==> run_1/cell_classes.png <==
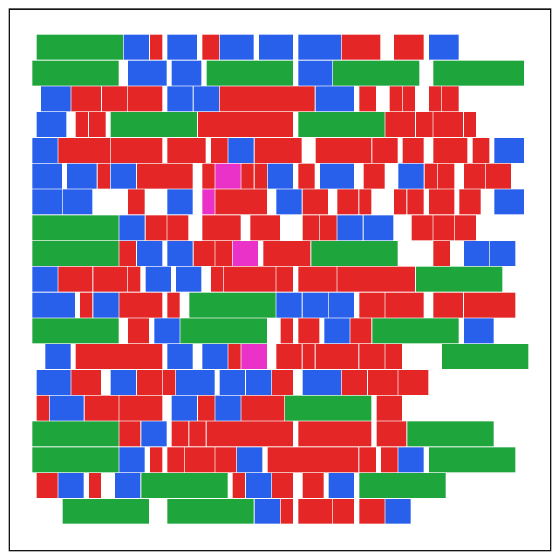
==> run_1/final_clocks.png <==
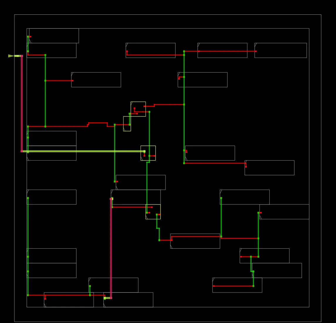
==> run_1/clock_map.png <==
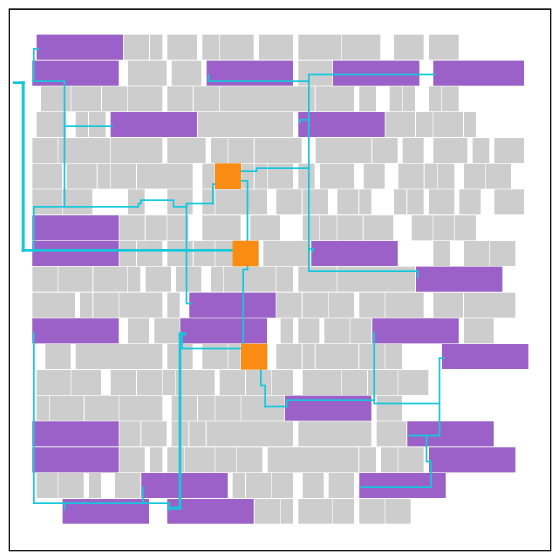
===== config.mk =====
export PLATFORM = sky130hd
export DESIGN_NAME = nand4_vector_sequencer
export DESIGN_NICKNAME = d
export VERILOG_FILES = /design/src/rtl/nand4_vector_sequencer.sv
export SDC_FILE = /design/constraint.sdc
export NUM_CORES = 1
export LEC_CHECK = 0
export CORE_MARGIN = 2
export CORE_UTILIZATION = 54
export CTS_CLUSTER_DIAMETER = 100
export DETAILED_ROUTE_END_ITERATION = 12
export HOLD_SLACK_MARGIN = 0.12
export PLACE_DENSITY_LB_ADDON = 0.15
export REMOVE_ABC_BUFFERS = 1
export SYNTH_ARGS = -nofsm -noshare
export SYNTH_HDL_FRONTEND = slang
export SYNTH_SLANG_ARGS = --single-unit

===== constraint.sdc =====
create_clock -name clk -period 1.6 [get_ports clk]
set_input_delay 0.24 -clock clk [delete_from_list [all_inputs] [get_ports clk]]
set_output_delay 0.24 -clock clk [all_outputs]
set_load 0.02 [all_outputs]

===== src/rtl/nand4_vector_sequencer.sv =====
// Stimulus/check stage for a 4-input NAND cell: sweeps all 16 {a,b,c,d}
// vectors, holds each for a settle window, then compares f_in against ~&vector.
module nand4_vector_sequencer #(
  parameter int HOLD_CYCLES = 10,
  parameter int ERR_W       = 5
) (
  input  logic             clk,
  input  logic             rst_n,
  input  logic             start,
  input  logic             f_in,
  output logic             a,
  output logic             b,
  output logic             c,
  output logic             d,
  output logic [3:0]       vec_idx,
  output logic             busy,
  output logic             mismatch,
  output logic [ERR_W-1:0] err_count,
  output logic             done,
  output logic             pass
);

  typedef enum logic [1:0] {IDLE, SETTLE, CHECK, DONE} state_t;

  localparam logic [7:0] HOLD_LOAD = 8'(HOLD_CYCLES - 1);

  state_t           state, state_next;
  logic [7:0]       hold, hold_next;
  logic [3:0]       vec_next;
  logic [ERR_W-1:0] err_next, err_upd;
  logic             busy_next, mismatch_next, done_next, pass_next;
  logic             expected;
  logic [1:0]       rst_sync;
  logic             rst_int_n;

  // Reset asserts immediately but releases only on a clock edge.
  always_ff @(posedge clk or negedge rst_n) begin
    if (!rst_n) rst_sync <= 2'b00;
    else        rst_sync <= {rst_sync[0], 1'b1};
  end

  assign rst_int_n = rst_sync[1];

  always_ff @(posedge clk or negedge rst_int_n) begin
    if (!rst_int_n) begin
      state     <= IDLE;
      hold      <= '0;
      vec_idx   <= '0;
      err_count <= '0;
      busy      <= 1'b0;
      mismatch  <= 1'b0;
      done      <= 1'b0;
      pass      <= 1'b0;
    end else begin
      state     <= state_next;
      hold      <= hold_next;
      vec_idx   <= vec_next;
      err_count <= err_next;
      busy      <= busy_next;
      mismatch  <= mismatch_next;
      done      <= done_next;
      pass      <= pass_next;
    end
  end

  assign expected = ~(&vec_idx);

  always_comb begin
    state_next    = state;
    hold_next     = hold;
    vec_next      = vec_idx;
    err_next      = err_count;
    err_upd       = err_count;
    busy_next     = busy;
    mismatch_next = 1'b0;
    done_next     = done;
    pass_next     = pass;
    case (state)
      IDLE, DONE: begin
        if (start) begin
          vec_next   = '0;
          err_next   = '0;
          done_next  = 1'b0;
          pass_next  = 1'b0;
          busy_next  = 1'b1;
          hold_next  = HOLD_LOAD;
          state_next = SETTLE;
        end
      end
      SETTLE: begin
        if (hold == 8'd0) state_next = CHECK;
        else              hold_next  = hold - 8'd1;
      end
      CHECK: begin
        // Counter saturates so a wide sweep can never wrap back to "pass".
        if (f_in != expected) begin
          mismatch_next = 1'b1;
          if (err_count != '1) err_upd = err_count + 1'b1;
        end
        err_next = err_upd;
        if (vec_idx == 4'hF) begin
          state_next = DONE;
          busy_next  = 1'b0;
          done_next  = 1'b1;
          pass_next  = (err_upd == '0);
        end else begin
          vec_next   = vec_idx + 4'd1;
          hold_next  = HOLD_LOAD;
          state_next = SETTLE;
        end
      end
      default: state_next = IDLE;
    endcase
  end

  assign {a, b, c, d} = vec_idx;

endmodule


==> git commit body, run 1 <==
Store results of the implementation flow

- The number of antenna violations at the first check in global routing came to 0.
- Cell chosen for the clock root: sky130_fd_sc_hd__clkbuf_4
- Overall routing resource usage: 0.262
- Total count of hold-check failures in the final report: 0
- The OpenROAD report gives the critical path a data arrival time of between 2000 and 2500 ps.
- Setup slack, reg-to-reg: -260 ps
- The design draws ~3.1 mW.
- Unrepaired setup endpoints after global routing: true
* Result of the run: finished, violations left
- In this run the cell area measured after placement is around 0.002 mm2.
- Clock-pin slew was measured on the worst setup and hold paths at 150 ps.
* Worst R2R Path Depth: 6
- Via count of the first global-routing pass: 1,514
- The tightest min-delay check is of the reg2async type.
- Post-synthesis cell count from yosys: between 150 and 200
- Entering global routing, the biggest net connects 14 pins.
- Total number of placement rows: 19
- HPWL reported at the end of detailed placement: 2950 um
- At the end of routability-driven placement, the weighted congestion stood at between 0.8 and 0.9.
* Fmax: approximately 540 MHz
* Via Count: ~1,600
- Drt total wl: around 4700 um
- For this run, the chip area from Yosys synthesis comes to 0.00152 mm2.
* Worst setup slack after placement: -331 ps
- Reg-to-reg critical path startpoint: hold[0]$_DFFE_PN0P_
* Main flop type: sky130_fd_sc_hd__dfrtp_1
- Type of the worst setup path: reg2reg
* Largest delay contributor family on the critical path: simple AND/OR/NAND/NOR gates
- Per the OpenROAD power report, leakage power amounts to between 1 and 1.5 nW.
* Max rail drop VDD: between 1 and 1.5 mV
- The longest incremental delay of any stage on the critical path is reported as about 500 ps.
- The top cell types in the final layout, fill and taps aside, are sky130_fd_sc_hd__buf_4, sky130_fd_sc_hd__dfrtp_1, sky130_fd_sc_hd__dlygate4sd2_1.
- Tool warning count: 30
- Starting DRT DRC Count: roughly 86
- The most common logic cell in the final layout is sky130_fd_sc_hd__buf_4.
- Stages on the worst setup path: 6
- Before any placement, the netlist area is recorded as about 0.0015 mm2.
* Total die area: between 0.003 and 0.004 mm2
- Of all nets on the critical path, the largest fanout is 3.
* Count of nets after finishing: 234
- Listed in order, past its start point the critical path passes inv_2 -> ha_4 -> or4b_4 -> o31ai_4 -> nor4_2 -> mux2_1.
- Flops out of synthesis: 25
- Nets still carrying antenna violations after routing amount to 0.
* Async S/R FF share, synth: 1.00
* Final setup viols: 14
- Port buffer count: 20
- Die width: about 57 um
- Critical path buffers and inverters: 1
* Starting density of the core: 0.559
- Detailed Routing Iterations Pass 1: 4
* CTS sink count: 25
- The first global-routing pass estimated 6720 um of wire.
- Die boundary height: 57.0 um
- 21 I/O pins were placed.
- Setup total negative slack on the finished layout was measured at -2070 ps.
- The report counts max-capacitance violations totalling 0.
- Routed length per placed instance: approximately 18 um
* Synthesized area per cell: 9.59 um2
- Critical Path RT: between 1500 and 2000 ps
- For this run, the register share of the synthesized area comes to 0.413.
- For the worst reg-to-reg path, the endpoint reported by OpenROAD is hold[6]$_DFFE_PN0P_.
* Antenna Cells: 0
- The report lists the power per cell area as 1340 mW/mm2.
- Across all setup checks in the final design, the least slack found is -261 ps.
* Violations in the final reports: negative setup slack
- Of the cells placed in the final design, the portion with a size suffix greater than 1 is 0.392.
- Clock period minus worst slack: approximately 1900 ps
- The number of different library cells used by synthesis comes to 51.
- The synthesized instance count is 158.
- TritonCTS built the clock tree.
- H-tree depth reported by CTS: 1
- The global route stage reports its total congestion overflow as 0.
* Slowest-stage cell, CP: sky130_fd_sc_hd__or4b_4
* Worst hold margin: around 210 ps
* Kind of end point of the critical path: flip-flop
* Flip-flops with a built-in enable: 0
* Drt via density: 6.26
* Warning count from the yosys run: 0
* Cycle use final: 1.16
- For this run, design rule violations remaining after detail routing come to 0.
- Clock tree buffer depth: 2
- Category of the worst setup path launch point: flip-flop
* Final-report max-slew violation count: 0
## Picture notes: cell_classes.png
other buffers and delay cells: shown in blue, cells 68. all other logic: shown in red, cells 125. clock drivers and dummy loads: shown in magenta, cells 4. flops: shown in green, cells 25.
placeable core area: 0.00271 mm2
Final Cell Area: 0.00227 mm2

## Picture notes: final_clocks.png
CTS buffer count: 3
total number of sequential cells: 25
Skew-Pair Late Insertion Delay: 320 ps

## Picture notes: clock_map.png
flip-flops: shown in purple, count 25. clock wires: shown in cyan, length 320 um. cells driving clock nets: shown in orange, count 3.
There are 4 routed clock nets. Position of the flops: spread over the die.
clock group share of total power: 0.097
total clock network power: 0.297 mW
clock skew after layout: 6.60 ps

[run 1: synth_stat cells, drive strengths merged (2+ instances only)]
library cell	count	share of area
dfrtp	25	0.41
inv	11	0.027
a21oi	9	0.030
nor2	9	0.022
o21ai	9	0.030
buf	7	0.030
ha	7	0.058
nand2	7	0.017
nor3	7	0.026
nand3	6	0.020
a31oi	4	0.017
mux2i	4	0.026
o22ai	4	0.017
nand2b	3	0.012
o31ai	3	0.024
or2	3	0.012
or3	3	0.014
or4	3	0.015
a22o	2	0.012
and3	2	0.0091
mux2	2	0.015
nand4	2	0.0083
nor2b	2	0.0083
o211ai	2	0.0099
o311ai	2	0.012
[run 1: state kept, by name (all words and copies together), names as in the netlist]
signal and flops:
hold 8, err_count 5, vec_idx 4, rst_sync 2, state 2, busy 1
done 1, mismatch 1, pass 1
[run 1: power breakdown]
part           switching (mW)  internal (mW)
logic                   0.954          0.953
registers               0.114          0.733
clock network           0.199         0.0975
[run 1: timing repair]
item / 4_1_cts / 5_1_grt
gates cloned: 0 / 0
resized: 42 / 22
endpoints found under the setup margin: 32 / 20
pin swaps: 4 / 9
endpoints found under the hold margin: 2 / 0
setup buffers: 3 / 5
hold buffers: 1 / 0
[run 1: stage by stage]
| step | util | cells |
|---|---|---|
| 2_1_floorplan | - | 150 |
| 3_3_place_gp | 0.740 | 241 |
| 3_5_place_dp | 0.740 | 241 |
| 4_1_cts | 0.799 | 249 |
| 5_1_grt | 0.838 | 253 |
| 6_report | 0.838 | 253 |
[run 1: how the worst max path moves through the flow]
stage,startpoint,end
after floorplan,vec_idx[1]$_DFFE_PN0P_,hold[6]$_DFFE_PN0P_
after global placement,start,hold[6]$_DFFE_PN0P_
after detailed placement,start,hold[6]$_DFFE_PN0P_
after CTS,hold[1]$_DFFE_PN0P_,hold[6]$_DFFE_PN0P_
after global routing,hold[0]$_DFFE_PN0P_,hold[6]$_DFFE_PN0P_
final,hold[0]$_DFFE_PN0P_,hold[6]$_DFFE_PN0P_
[run 1: per-layer routing]
metal  vias to the layer above  GRT usage  wire length [um]  part of all wire
li1                        715          -                 -                 -
met1                       792      0.332              1780              0.38
met2                        54      0.450              2510              0.54
met3                        22     0.0295               181             0.039
met4                         0      0.123               182             0.039
met5                         -          0                 0                 0
[run 1: kinds of logic (layout without fill, tap and decap cells)]
family                   Yosys count  after routing  share of synthesized area
AND-OR/OR-AND                     43             43                      0.200
XOR/XNOR                           2              2                     0.0165
adder cells (fa/ha/maj)            7              7                     0.0578
buffers and inverters             19             83                     0.0595
flip-flops                        25             25                      0.413
multiplexers                       6              6                     0.0413
other                              1              1                    0.00247
AND/OR/NAND/NOR                   55             55                      0.210
[run 1: layout make-up]
| class | count | area [um2] |
|---|---|---|
| well taps | 31 | 38.8 |
| flip-flops and latches | 25 | 627 |
| clock buffers | 4 | 26.3 |
| multi-input cells | 114 | 971 |
| repair buffers | 68 | 567 |
| inverters | 11 | 41.3 |
| fillers | 148 | 439 |
==> run 2: changes to the inputs <==
--- a/config.mk
+++ b/config.mk
@@ -5,6 +5,7 @@
 export SDC_FILE = /design/constraint.sdc
 export NUM_CORES = 1
 export LEC_CHECK = 0
+export CAP_MARGIN = 5
 export CORE_MARGIN = 2
 export CORE_UTILIZATION = 54
 export CTS_CLUSTER_DIAMETER = 100
==> git commit body, run 2 <==
Store results of the implementation flow

* Final-report max-slew violation count: 0
- The number of global-route vias before repair is around 1,500.
- By count the netlist is led by sky130_fd_sc_hd__dfrtp_1, sky130_fd_sc_hd__inv_1, sky130_fd_sc_hd__a21oi_1, sky130_fd_sc_hd__nor2_1, sky130_fd_sc_hd__o21ai_0.
- Routed length per placed instance: approximately 18 um
- For this run, the script counts the antenna cells in the layout as 0.
* Flip-flops with a built-in enable: 0
- The register with the most flip-flops in the layout has 8 of them.
- Register ranked first by flip-flop count: hold
- Die boundary height: about 57 um
- The share of synthesized area in the top cell type comes to 0.413.
- Mapped Area: 0.00152 mm2
* Total count of hold-check failures in the final report: 0
* Remaining Overflow, GRT: 0
- Per the layout area report, the combinational gate area comes to around 970 um2.
- Clock group share of total power: 0.097
* First-pass GRT wire length: 6720 um
- The first routing iteration left roughly 86 violations.
- For this run, the chip area from Yosys synthesis comes to 0.00152 mm2.
- Cell chosen for the clock root: sky130_fd_sc_hd__clkbuf_4
* Total power divided by cell area: about 1300 mW/mm2
- Synthesis produced approximately 160 cells.
* Unrepaired setup endpoints after global routing: true
- Across the whole layout, storage elements account for around 630 um2.
* Drt total wl: about 4700 um
- As reported, the later end of the worst-skew pair has a clock insertion delay of about 320 ps.
* GP Congestion: roughly 0.86
- After layout, the worst setup slack is -261 ps.
* Power Total: around 3.1 mW
* Starting density of the core: 0.559
- Crit path max fanout: 3
- For this design, Yosys synthesis ends with a cell count of 158.
* Detailed Routing Iterations Pass 1: 4
- Clock period minus worst slack: around 1900 ps
- For this run, the detailed router reports a per-instance via density of between 6 and 7.
* H-tree depth reported by CTS: 1
- Dominant cell type by area after synthesis: sky130_fd_sc_hd__dfrtp_1
- The chip occupies roughly 0.0032 mm2.
- Per the TritonCTS log, the buffer count is 3.
- After layout, the setup clock skew is reported as around 6.6 ps.
* Tool warning count: 30
- Fraction of final layout cells with drive strength greater than 1: 0.392
- Count of nets after finishing: 234
- Entering global routing, the biggest net connects 14 pins.
- For reference, the post-synthesis area per instance comes to 9.59 um2.
* Post-DP Area: roughly 0.002 mm2
* Most frequent logic cell in the layout: sky130_fd_sc_hd__buf_4
- Main area contributors after synthesis: sky130_fd_sc_hd__dfrtp_1, sky130_fd_sc_hd__ha_1, sky130_fd_sc_hd__a21oi_1
- The final timing report counts setup violations totalling 14.
- Flops out of synthesis: 25
- Register area share after synthesis: 0.413
* HPWL reported at the end of detailed placement: between 2000 and 3000 um
- Antenna violations before repair: 0
* Endpoint arrival time on the critical path: 2070 ps
- The detail route stage leaves a number of antenna-violating nets equal to 0.
* Final Cell Area: roughly 0.0023 mm2
- Most common cell in the netlist: sky130_fd_sc_hd__dfrtp_1
- STA classifies the critical path startpoint as a flip-flop.
- Overall routing resource usage: 0.262
- The final reports fail on negative setup slack.
* Async S/R FF share, synth: 1.00
* Result of the run: finished, violations left
* Switching fraction of total power: 0.415
- Warning count from the yosys run: 0
- Count of different cell masters after synthesis: between 50 and 60
- Final instance count without filler cells: ~250
* Cycle use final: 1.16
* Switch Pwr: approximately 1.3 mW
* Most frequent logic cells in the routed design: sky130_fd_sc_hd__buf_4, sky130_fd_sc_hd__dfrtp_1, sky130_fd_sc_hd__dlygate4sd2_1
* CTS clk-pin slew, worst paths: roughly 150 ps
- The share of total power dissipated in combinational logic is 0.625.
- Largest registers in the final layout: hold x8, err_count x5, vec_idx x4
* Die width: about 57 um
- Kind of end point of the critical path: flip-flop
- Number of design rule violations left after detail routing: 0
* Via Count: 1,583
- Critical Path RT: between 1500 and 2000 ps
- Pin placement for this block handled 21 I/O pins.
-- run 2: area by class of cell --
class	instances	area share
tap	31	0.0171
sequential	25	0.276
inverter	11	0.0182
multi-input combinational	114	0.428
timing repair buffer	68	0.250
clock buffer	4	0.0116
-- run 2: metal layers --
metal / wire [um] / GRT usage / vias up
met5: 0 / 0 / -
met2: 2510 / 0.450 / 54
met4: 182 / 0.123 / 0
met1: 1780 / 0.332 / 792
met3: 181 / 0.0295 / 22
li1: - / - / 715
-- run 2: repair_timing --
item / in CTS / in global routing
setup endpoints to repair: 32 / 20
hold buffers: 1 / 0
gates resized: 42 / 22
pin swaps: 4 / 9
setup buffers: 3 / 5
endpoints found under the hold margin: 2 / 0
-- run 2: final timing paths --
kind / startpoint / endpoint / slack [ps] / cells after the start
hold / removal: rst_sync[1]$_DFF_PN0_ / err_count[1]$_DFFE_PN0P_ / 210 / 1
hold reg to reg: rst_sync[1]$_DFF_PN0_ / err_count[1]$_DFFE_PN0P_ / 210 / 1
min in group clk: rst_sync[0]$_DFF_PN0_ / rst_sync[1]$_DFF_PN0_ / 380 / 0
setup / recovery: hold[0]$_DFFE_PN0P_ / hold[6]$_DFFE_PN0P_ / -260 / 6
max in group asynchronous: rst_n / rst_sync[0]$_DFF_PN0_ / 890 / 2
setup reg to reg: hold[0]$_DFFE_PN0P_ / hold[6]$_DFFE_PN0P_ / -260 / 6
-- run 2: critical path, cell delays in order (launching register included) --
cell,delay (ps)
sky130_fd_sc_hd__dfrtp_1,420
sky130_fd_sc_hd__inv_2,90
sky130_fd_sc_hd__ha_4,140
sky130_fd_sc_hd__or4b_4,500
sky130_fd_sc_hd__o31ai_4,230
sky130_fd_sc_hd__nor4_2,60
sky130_fd_sc_hd__mux2_1,320
-- run 2: cell families after synthesis --
group / Yosys count / share of synthesized area
other: 1 / 0.00247
buffers and inverters: 19 / 0.0595
AND-OR/OR-AND: 43 / 0.200
flip-flops: 25 / 0.413
multiplexers: 6 / 0.0413
adder cells (fa/ha/maj): 7 / 0.0578
XOR/XNOR: 2 / 0.0165
AND/OR/NAND/NOR: 55 / 0.210
-- run 2: power by group through the flow --
stage	logic [mW]	registers, mW	clock network, mW
finish	1.91	0.846	0.297
global placement	1.33	0.817	0
global route	2.06	0.858	0.321
CTS	1.65	0.831	0.304
floorplan	0.711	0.860	0
detailed placement	1.40	0.828	0
-- run 2: through the flow --
step	setup slack, ps	hold slack (ps)	setup TNS, ps
finish	-261	212	-2070
global route	-332	231	-3470
CTS	-256	204	-1800
detailed placement	-331	186	-3680
global placement	-253	188	-2490
floorplan	-351	-55.6	-3120
==> run_2/final_clocks.png <==
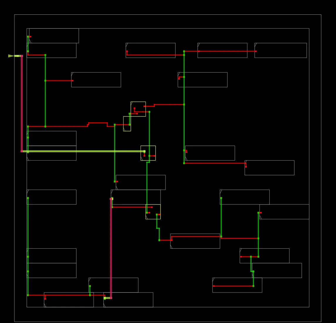
final-layout clock buffer total: 4
CTS sink count: 25

==> run_2/clock_map.png <==
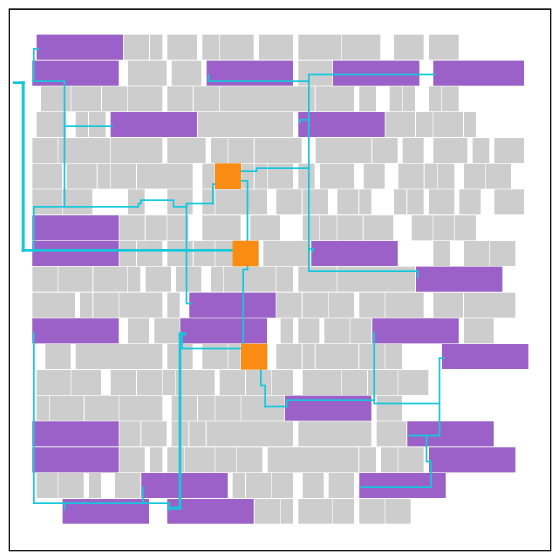
flip-flops: shown in purple, count 25. cells driving clock nets: shown in orange, count 3. clock wires: shown in cyan, length 320 um.
There are 4 routed clock nets. Position of the flops: spread over the die.

==> run_2/drive_strength.png <==
Bar = 20 um.
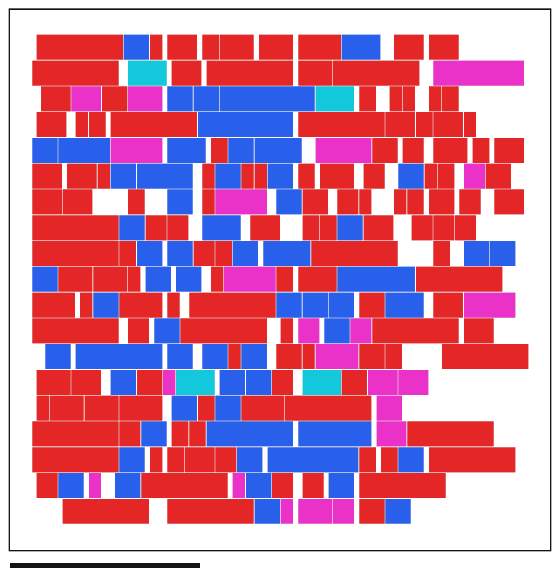
drive 1 or less: shown in red, cells 135, most used dfrtp_1. drive 3 to 4: shown in blue, cells 61, most used buf_4. drive 6 and up: shown in cyan, cells 4, most used buf_6. drive 2: shown in magenta, cells 22, most used inv_2.

==> run 3: changes to the inputs <==
--- a/config.mk
+++ b/config.mk
@@ -7,12 +7,11 @@
 export LEC_CHECK = 0
 export CAP_MARGIN = 5
 export CORE_MARGIN = 2
-export CORE_UTILIZATION = 54
+export CORE_UTILIZATION = 58
 export CTS_CLUSTER_DIAMETER = 100
 export DETAILED_ROUTE_END_ITERATION = 12
 export HOLD_SLACK_MARGIN = 0.12
-export PLACE_DENSITY_LB_ADDON = 0.15
-export REMOVE_ABC_BUFFERS = 1
+export PLACE_DENSITY_LB_ADDON = 0.08
 export SYNTH_ARGS = -nofsm -noshare
 export SYNTH_HDL_FRONTEND = slang
 export SYNTH_SLANG_ARGS = --single-unit
==> run_3/cell_classes.png <==
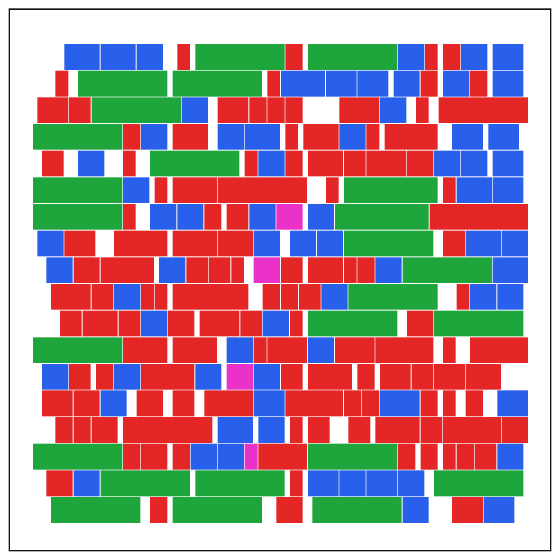
clock drivers and dummy loads: shown in magenta, cells 4. all other logic: shown in red, cells 125. flops: shown in green, cells 25. other buffers and delay cells: shown in blue, cells 70.

==> run_3/registers.png <==
Bar = 20 um. Other sequential cells in the stronger gray, the rest of the logic in the fainter gray.
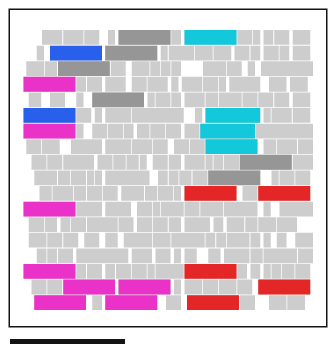
vec_idx: shown in cyan, flops 4. rst_sync: shown in blue, flops 2. err_count: shown in red, flops 5. hold: shown in magenta, flops 8.
Another 6 sequential cells are not colored.

==> run_3/clock_map.png <==
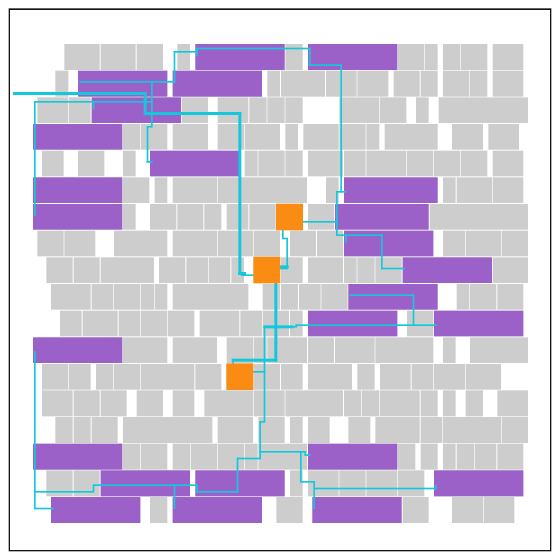
cells driving clock nets: shown in orange, count 3. flip-flops: shown in purple, count 25. clock wires: shown in cyan, length 282 um.
Position of the flops: spread over the die. There are 4 routed clock nets.
clock group share of total power: 0.099
total clock network power: 0.281 mW
clock skew after layout: 5.95 ps

==> git commit body, run 3 <==
Store results of the implementation flow

* Gate count of the mapped netlist: around 160
- The later pin in the worst-skew pair is clocked with a latency of just over 300 ps.
* Unrepaired setup endpoints after global routing: true
* Relative contribution of sequential cells to total power: 0.286
- The first global-routing pass estimated around 6600 um of wire.
- Each instance of the synthesized netlist takes up on average ~9.6 um2.
- The number of antenna violations at the first check in global routing is 0.
- The main area contributors are sky130_fd_sc_hd__dfrtp_1, sky130_fd_sc_hd__ha_1, sky130_fd_sc_hd__a21oi_1.
* Clock tree buffer depth: 2
- Counting distinct cell types in the post-synthesis netlist gives slightly above 50.
* Cycle use final: 1.18
* Most frequent cells after synthesis: sky130_fd_sc_hd__dfrtp_1, sky130_fd_sc_hd__inv_1, sky130_fd_sc_hd__a21oi_1, sky130_fd_sc_hd__nor2_1, sky130_fd_sc_hd__o21ai_0
* Result of the run: finished, violations left
* Type of the worst setup path: reg2reg
* Setup slack after layout: -281 ps
* Max FFs per register: 8
- Most frequent logic cell in the layout: sky130_fd_sc_hd__buf_4
- Flops out of synthesis: 25
- Total global-route track usage over all layers is 0.307.
- The arrival time of data at the worst endpoint is listed as approximately 2100 ps.
- Looking at the clock tree report, the root buffer type is sky130_fd_sc_hd__clkbuf_4.
* Synth top area share: 0.413
- Violations in the final reports: negative setup slack
- The registers reported with the highest flop counts are hold x8, err_count x5, vec_idx x4.
- GP Congestion: around 0.85
- The worst setup path is captured at a flip-flop.
- Internal power: 1.68 mW
- From left edge to right edge, the die measures 55.1 um.
* Routed length per placed instance: 17.9 um
- Post-DP Area: 0.00203 mm2
* Async S/R FF share, synth: 1.00
- Via Count: between 1,500 and 2,000
* Fraction of final layout cells with drive strength greater than 1: 0.406
* Drt via density: between 6 and 7
- Switching fraction of total power: 0.411
- Per the OpenROAD power report, switching power amounts to 1.17 mW.
- In the log, the iteration count for the first detailed-route pass is 4.
- Mapped Area: between 0.0015 and 0.002 mm2
- Setup violations remaining at the end of the flow were counted as 10.
- Die boundary height: 55.1 um
- Number of inserted filler cells in the final layout: between 100 and 150
- The worst path in the final design needs a cycle of around 1900 ps, including I/O delays and setup.
* Dominant cell type by area after synthesis: sky130_fd_sc_hd__dfrtp_1
* TritonCTS clock tree: built
- Count of nets after finishing: between 200 and 250
-- run 3: cell count changes in the layout (fill, tap and decap cells not counted), sizes merged --
cell	before	now
buf	47	49
clkdlybuf4s50	5	6
dlymetal6s2s	2	1
-- run 3: power by group through the flow --
stage          registers [mW]  logic, mW  clock network (mW)
2_1_floorplan           0.864      0.822                   0
5_1_grt                 0.827       1.88               0.307
3_5_place_dp            0.822       1.44                   0
6_report                0.817       1.75               0.281
3_3_place_gp            0.812       1.38                   0
4_1_cts                 0.813       1.61               0.291
-- run 3: path summary, 6_finish.rpt --
path                                          to  slack, ps  cells past startpoint
min reg2reg                     busy$_DFFE_PN0P_        230                      1
max reg2reg                  hold[6]$_DFFE_PN0P_       -280                      6
min in group clk           rst_sync[1]$_DFF_PN0_        380                      0
max in group asynchronous  rst_sync[1]$_DFF_PN0_        860                      2
min                             busy$_DFFE_PN0P_        230                      1
max                          hold[6]$_DFFE_PN0P_       -280                      6
-- run 3: repair_timing --
item / 4_1_cts / 5_1_grt
endpoints found under the hold margin: 2 / 0
pin swaps: 6 / 6
resized: 34 / 13
endpoints found under the setup margin: 31 / 18
gates cloned: 0 / 0
hold buffers: 1 / 0
setup buffers: 6 / 3
-- run 3: final cells by class --
| cell class | instances | area, um2 | share of cell area |
|---|---|---|---|
| Multi-Input combinational cell | 114 | 952 | 0.423 |
| Clock buffer | 4 | 26.3 | 0.0117 |
| Inverter | 11 | 41.3 | 0.0183 |
| Sequential cell | 25 | 628 | 0.279 |
| Timing Repair Buffer | 70 | 568 | 0.252 |
| Tap cell | 30 | 37.5 | 0.0167 |
-- run 3: kinds of logic (layout without fill, tap and decap cells) --
kind of cell / count (synthesis) / count (layout) / synth area share
buffers and inverters: 19 / 85 / 0.0595
flip-flops: 25 / 25 / 0.413
AND/OR/NAND/NOR: 55 / 55 / 0.210
multiplexers: 6 / 6 / 0.0413
XOR/XNOR: 2 / 2 / 0.0165
other: 1 / 1 / 0.00247
adder cells (fa/ha/maj): 7 / 7 / 0.0578
AND-OR/OR-AND: 43 / 43 / 0.200
-- run 3: stage by stage --
step,setup slack (ps),std cells,power [mW],utilization
floorplan,-232,158,1.69,-
global placement,-178,240,2.20,0.820
detailed placement,-241,240,2.26,0.820
CTS,-235,251,2.72,0.877
global route,-362,254,3.01,0.910
finish,-281,254,2.85,0.910
-- run 3: worst max-delay path: stages, from the launching register on --
cell and delay (ps):
sky130_fd_sc_hd__dfrtp_1 420, sky130_fd_sc_hd__inv_2 100, sky130_fd_sc_hd__ha_4 120, sky130_fd_sc_hd__or4b_4 500, sky130_fd_sc_hd__o31ai_4 250, sky130_fd_sc_hd__nor4_2 60
sky130_fd_sc_hd__mux2_1 320
-- run 3: per-layer routing --
layer | up-vias | wire length (um) | part of all wire | GRT usage
met3 | 25 | 229 | 0.050 | 0.0457
met4 | 0 | 184 | 0.040 | 0.118
met2 | 76 | 2310 | 0.51 | 0.546
met1 | 784 | 1820 | 0.40 | 0.373
li1 | 715 | - | - | -
met5 | - | 0 | 0 | 0
No activity file was given, so power comes from the tool's default toggle rates.
